Power grid:
(4 px per um) Pins as bars on the die edge.
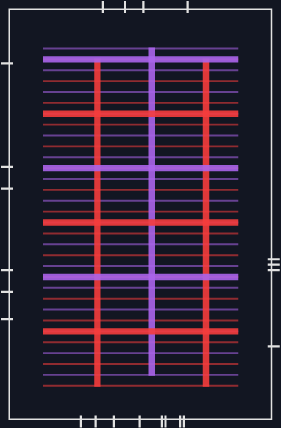
Register map, names as in the netlist:
(4 px per um) Other sequential cells in the stronger gray, the rest of the logic in the fainter gray.
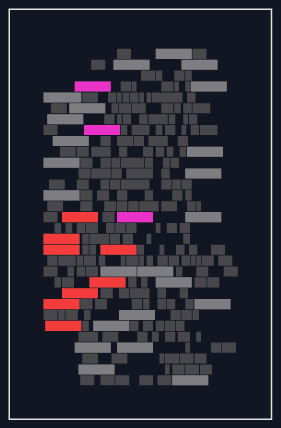
Clock wiring as the flow saved it:
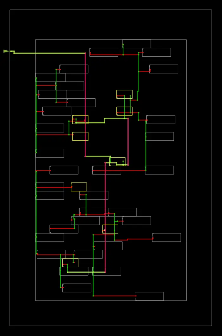
Cell area per tile:
(4 px per um) The die is cut into 7 by 10 equal tiles; black is low, pale yellow is high, 0 to 100% covered.
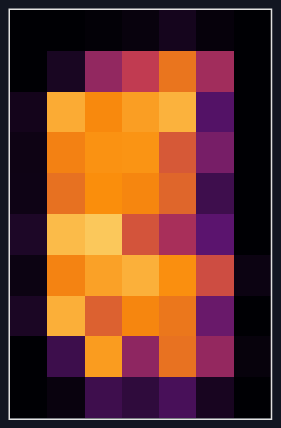
$ cat config.mk
export PLATFORM = sky130hd
export DESIGN_NAME = uart_tx
export DESIGN_NICKNAME = d
export VERILOG_FILES = /design/src/rtl/uart_pkg.sv /design/src/rtl/uart_bit_timer.sv /design/src/rtl/uart_tx.sv
export SDC_FILE = /design/constraint.sdc
export NUM_CORES = 1
export LEC_CHECK = 0
export CORE_ASPECT_RATIO = 1.75
export CORE_MARGIN = 8
export CORE_UTILIZATION = 48
export CTS_CLUSTER_SIZE = 12
export DETAILED_ROUTE_END_ITERATION = 7
export PLACE_DENSITY = 0.7
export SLEW_MARGIN = 25
export SYNTH_ARGS = -nofsm -noshare
export SYNTH_HDL_FRONTEND = slang
export SYNTH_SLANG_ARGS = --single-unit
$ cat constraint.sdc
create_clock -name clk -period 2.05 [get_ports clk]
set_input_delay 0.615 -clock clk [delete_from_list [all_inputs] [get_ports clk]]
set_output_delay 0.615 -clock clk [all_outputs]
set_load 0.02 [all_outputs]
$ cat src/rtl/uart_pkg.sv
// Shared types and framing constants for the UART transmitter.
package uart_pkg;

    typedef enum logic [2:0] {
        IDLE,
        START,
        DATA,
        PARITY,
        STOP
    } uart_state_e;

    localparam logic START_BIT = 1'b0;
    localparam logic STOP_BIT  = 1'b1;
    localparam int   DATA_BITS = 8;

endpackage

$ cat src/rtl/uart_bit_timer.sv
// Bit-period counter: counts 0..period and flags the last cycle of each bit.
module uart_bit_timer #(
    parameter int CNT_W = 8
) (
    input  logic             clk,
    input  logic             rst,
    input  logic             clear,
    input  logic [CNT_W-1:0] period,
    output logic             bit_end
);

    logic [CNT_W-1:0] r_cnt;

    // NOTE: sequential state uses non-blocking assignments so every flop samples pre-edge values.
    always_ff @(posedge clk or negedge rst) begin
        if (!rst) begin
            r_cnt <= '0;
        end else if (clear) begin
            r_cnt <= '0;
        end else begin
            r_cnt <= r_cnt + CNT_W'(1);
        end
    end

    assign bit_end = (r_cnt == period);

endmodule

$ cat src/rtl/uart_tx.sv
// UART transmitter: start, 8 data bits LSB first, parity, stop; all outputs registered.
module uart_tx
    import uart_pkg::*;
#(
    parameter bit PARITY_ODD = 1'b0,
    parameter int CNT_W      = 8
) (
    input  logic             clk,
    input  logic             rst,
    input  logic [CNT_W-1:0] count,
    input  logic [7:0]       data_byte,
    input  logic             tx_dv,
    output logic             serial_out,
    output logic             tx_active,
    output logic             tx_done
);

    uart_state_e            r_state,   w_state;
    logic [CNT_W-1:0]       r_count,   w_count;
    logic [DATA_BITS-1:0]   r_shift,   w_shift;
    logic [2:0]             r_bit_idx, w_bit_idx;
    logic                   r_parity,  w_parity;
    logic                   r_serial,  w_serial;
    logic                   r_active,  w_active;
    logic                   r_done,    w_done;
    logic                   w_bit_end;
    logic                   w_clear;

    // The counter restarts on acceptance (held clear in IDLE) and at every bit boundary.
    assign w_clear = (r_state == IDLE) || w_bit_end;

    uart_bit_timer #(.CNT_W(CNT_W)) u_bit_timer (
        .clk     (clk),
        .rst     (rst),
        .clear   (w_clear),
        .period  (r_count),
        .bit_end (w_bit_end)
    );

    // NOTE: every signal driven here gets a default first, so no path can infer a latch.
    always_comb begin
        w_state   = r_state;
        w_count   = r_count;
        w_shift   = r_shift;
        w_bit_idx = r_bit_idx;
        w_parity  = r_parity;
        w_serial  = r_serial;
        w_active  = r_active;
        w_done    = 1'b0;

        case (r_state)
            IDLE: begin
                w_serial = STOP_BIT;
                w_active = 1'b0;
                if (tx_dv) begin
                    w_state   = START;
                    w_count   = count;
                    w_shift   = data_byte;
                    w_parity  = (^data_byte) ^ PARITY_ODD;
                    w_bit_idx = '0;
                    w_serial  = START_BIT;
                    w_active  = 1'b1;
                end
            end
            START: begin
                if (w_bit_end) begin
                    w_state   = DATA;
                    w_bit_idx = '0;
                    w_serial  = r_shift[0];
                end
            end
            DATA: begin
                if (w_bit_end) begin
                    if (r_bit_idx == 3'(DATA_BITS - 1)) begin
                        w_state  = PARITY;
                        w_serial = r_parity;
                    end else begin
                        w_bit_idx = r_bit_idx + 3'd1;
                        w_shift   = {1'b0, r_shift[DATA_BITS-1:1]};
                        w_serial  = r_shift[1];
                    end
                end
            end
            PARITY: begin
                if (w_bit_end) begin
                    w_state  = STOP;
                    w_serial = STOP_BIT;
                end
            end
            STOP: begin
                if (w_bit_end) begin
                    w_state  = IDLE;
                    w_serial = STOP_BIT;
                    w_active = 1'b0;
                    w_done   = 1'b1;
                end
            end
            default: begin
                w_state  = IDLE;
                w_serial = STOP_BIT;
                w_active = 1'b0;
            end
        endcase
    end

    always_ff @(posedge clk or negedge rst) begin
        if (!rst) begin
            r_state   <= IDLE;
            r_count   <= '0;
            r_shift   <= '0;
            r_bit_idx <= '0;
            r_parity  <= 1'b0;
            r_serial  <= STOP_BIT;
            r_active  <= 1'b0;
            r_done    <= 1'b0;
        end else begin
            r_state   <= w_state;
            r_count   <= w_count;
            r_shift   <= w_shift;
            r_bit_idx <= w_bit_idx;
            r_parity  <= w_parity;
            r_serial  <= w_serial;
            r_active  <= w_active;
            r_done    <= w_done;
        end
    end

    assign serial_out = r_serial;
    assign tx_active  = r_active;
    assign tx_done    = r_done;

endmodule

==> metrics.cfg <==
[outcome]
outcome = complete, no violations

[logic_synthesis]
yosysMostFrequentCell = dfrtp_1
yosys_warnings = 0
simple_gate_area_frac = 0.1908
ys.flops = 34
syn_inst = 200
syn_area_per_cell_um2 = 10.17
yosysSeqAreaShare = 0.4191
ys_area_um2 = 2033
common_cells = 33 x dfrtp_1, 18 x xnor2_1, 16 x a211oi_1, 13 x nand4_1
syn_area_um2 = 2033
top_cells_by_area = dfrtp_1 41%, xnor2_1 7.8%, a211oi_1 5.9%
synth_nets = 222
adder_share = 0.01846
ys_cells = 200

[final_timing]
setup_slack_ns = 0.1465
finalCritPeriodShare = 0.9285
fin_crit_ns = 1.903
timing.final.hold_violations = 0
maxSlewHeadroom = 0.6856
worst_pin_slew_ns = 0.4704
timing.hold.ws_ns = 0.4942
grt_setup_unrepaired = false

[cts]
cts_root_buf = clkbuf_8
cts_buffers = 5
cts_resized = 1
clkLatencyLatePin_ns = 0.29
post_cts_buffers = 0

[worst_setup_path]
crit_chain = clkdlybuf4s50_1
crit_path_start_kind = register
worstSetupEndpoint = tx_active
r2r_start = r_bit_idx[0]$_DFFE_PN0P_
critPathMaxStageDelay_ns = 0.62
rrSetupSlack_ns = 0.28
worst-path-buf-inv = 1
cp.required_ns = 1.43
path_depth = 1
r2r-end = serial_out$_DFFE_PN1P_
crit_fanout = 3
r2r_cells = 6

[detailed_routing]
top_layer = met4
wl_per_cell_um = 16.44
drc = 0
vias_per_cell = 5.789
dr.pass1.iters = 4
vias = 1621

[pwr]
power_density_nw_per_um2 = 1357

[job]
warning_count = 26

[final_layout]
n_all_inverters = 11
antenna_cells = 0
clkCellAreaFrac = 0.04522
fin_nets = 252
final-nonclk-buf-share = 0.1434
largest_cell_class = combinational gates
ff_count = 34
comb-cell-share = 0.4193
drive_gt1_frac = 0.1775
reg_top3 = r_count (8), r_shift (8), u_bit_timer.r_cnt (8)

[hold_path]
hp-class = reg -> reg
min_to = r_bit_idx[0]$_DFFE_PN0P_

[place]
dp_slack_ns = 0.04214
io_buffers = 21
dpl.cell_count = 272
gp_congestion = 0.8170
place_area_um2 = 2326

[floorplanning]
ios = 22
nWellTaps = 49
dieArea_um2 = 6657

[global_route]
antenna_found_initial = 0
top_usage_layer = met2
grt_usage = 0.1516
grt_pass1_wl_um = 7900

## Picture notes: 'power grid'
purple -> VDD
red -> VSS
rows = 31
met5 straps = 6
VDD IR-drop max: 0.7732 mV
Die H: 102.1 um
Core Area: 4111 um^2
Die X-Extent: 65.20 um

## Picture notes: 'register map, names as in the netlist'
magenta -> `r_state`  # flops 3
red -> `u_bit_timer.r_cnt`  # flops 8
Seq. cell area: 852.1 um^2
Seq/total area: 0.3499
final core utilization: 0.5922
sequential power: 0.00124 W

## Picture notes: 'clock wiring as the flow saved it'
clk sinks: 34
P_clk: 0.000585 W
total of clock buffers placed in the layout: 8
Worst Clk Skew: 0.009206 ns

## Picture notes: 'cell area per tile'
fullest tile = 88%
nearly empty tiles = 23%
tiles over 75% full = 19%
mean over tiles = 36%
emptiest ninth of the die = upper right
densest ninth of the die = center
FP Util: 0.4945

[power by group]
part / total (W) / switching [W] / internal (W)
registers: 0.00124 / 0.000273 / 0.000971
logic: 0.00147 / 0.000788 / 0.000686
clock network: 0.000585 / 0.000246 / 0.000339
[cells in the final DEF, fill, tap and decap left out, types with 2 or more instances in the layout]
master / n
nand4_1: 13
nand2b_1: 2
nor2b_1: 2
xnor2_1: 18
dfrtp_1: 33
clkdlybuf4s50_1: 20
a21oi_1: 3
and3_1: 3
mux2_2: 9
buf_4: 16
nor4_1: 7
nand2_1: 5
and4_1: 2
o22ai_1: 2
a31oi_1: 2
nor3_1: 8
ha_1: 3
xor2_1: 5
nor2_1: 5
inv_1: 11
o21ai_0: 9
a211oi_1: 16
nand3_1: 11
o211ai_1: 2
clkbuf_8: 8
Power figures rest on the tool's default switching activity, not on a simulated workload.
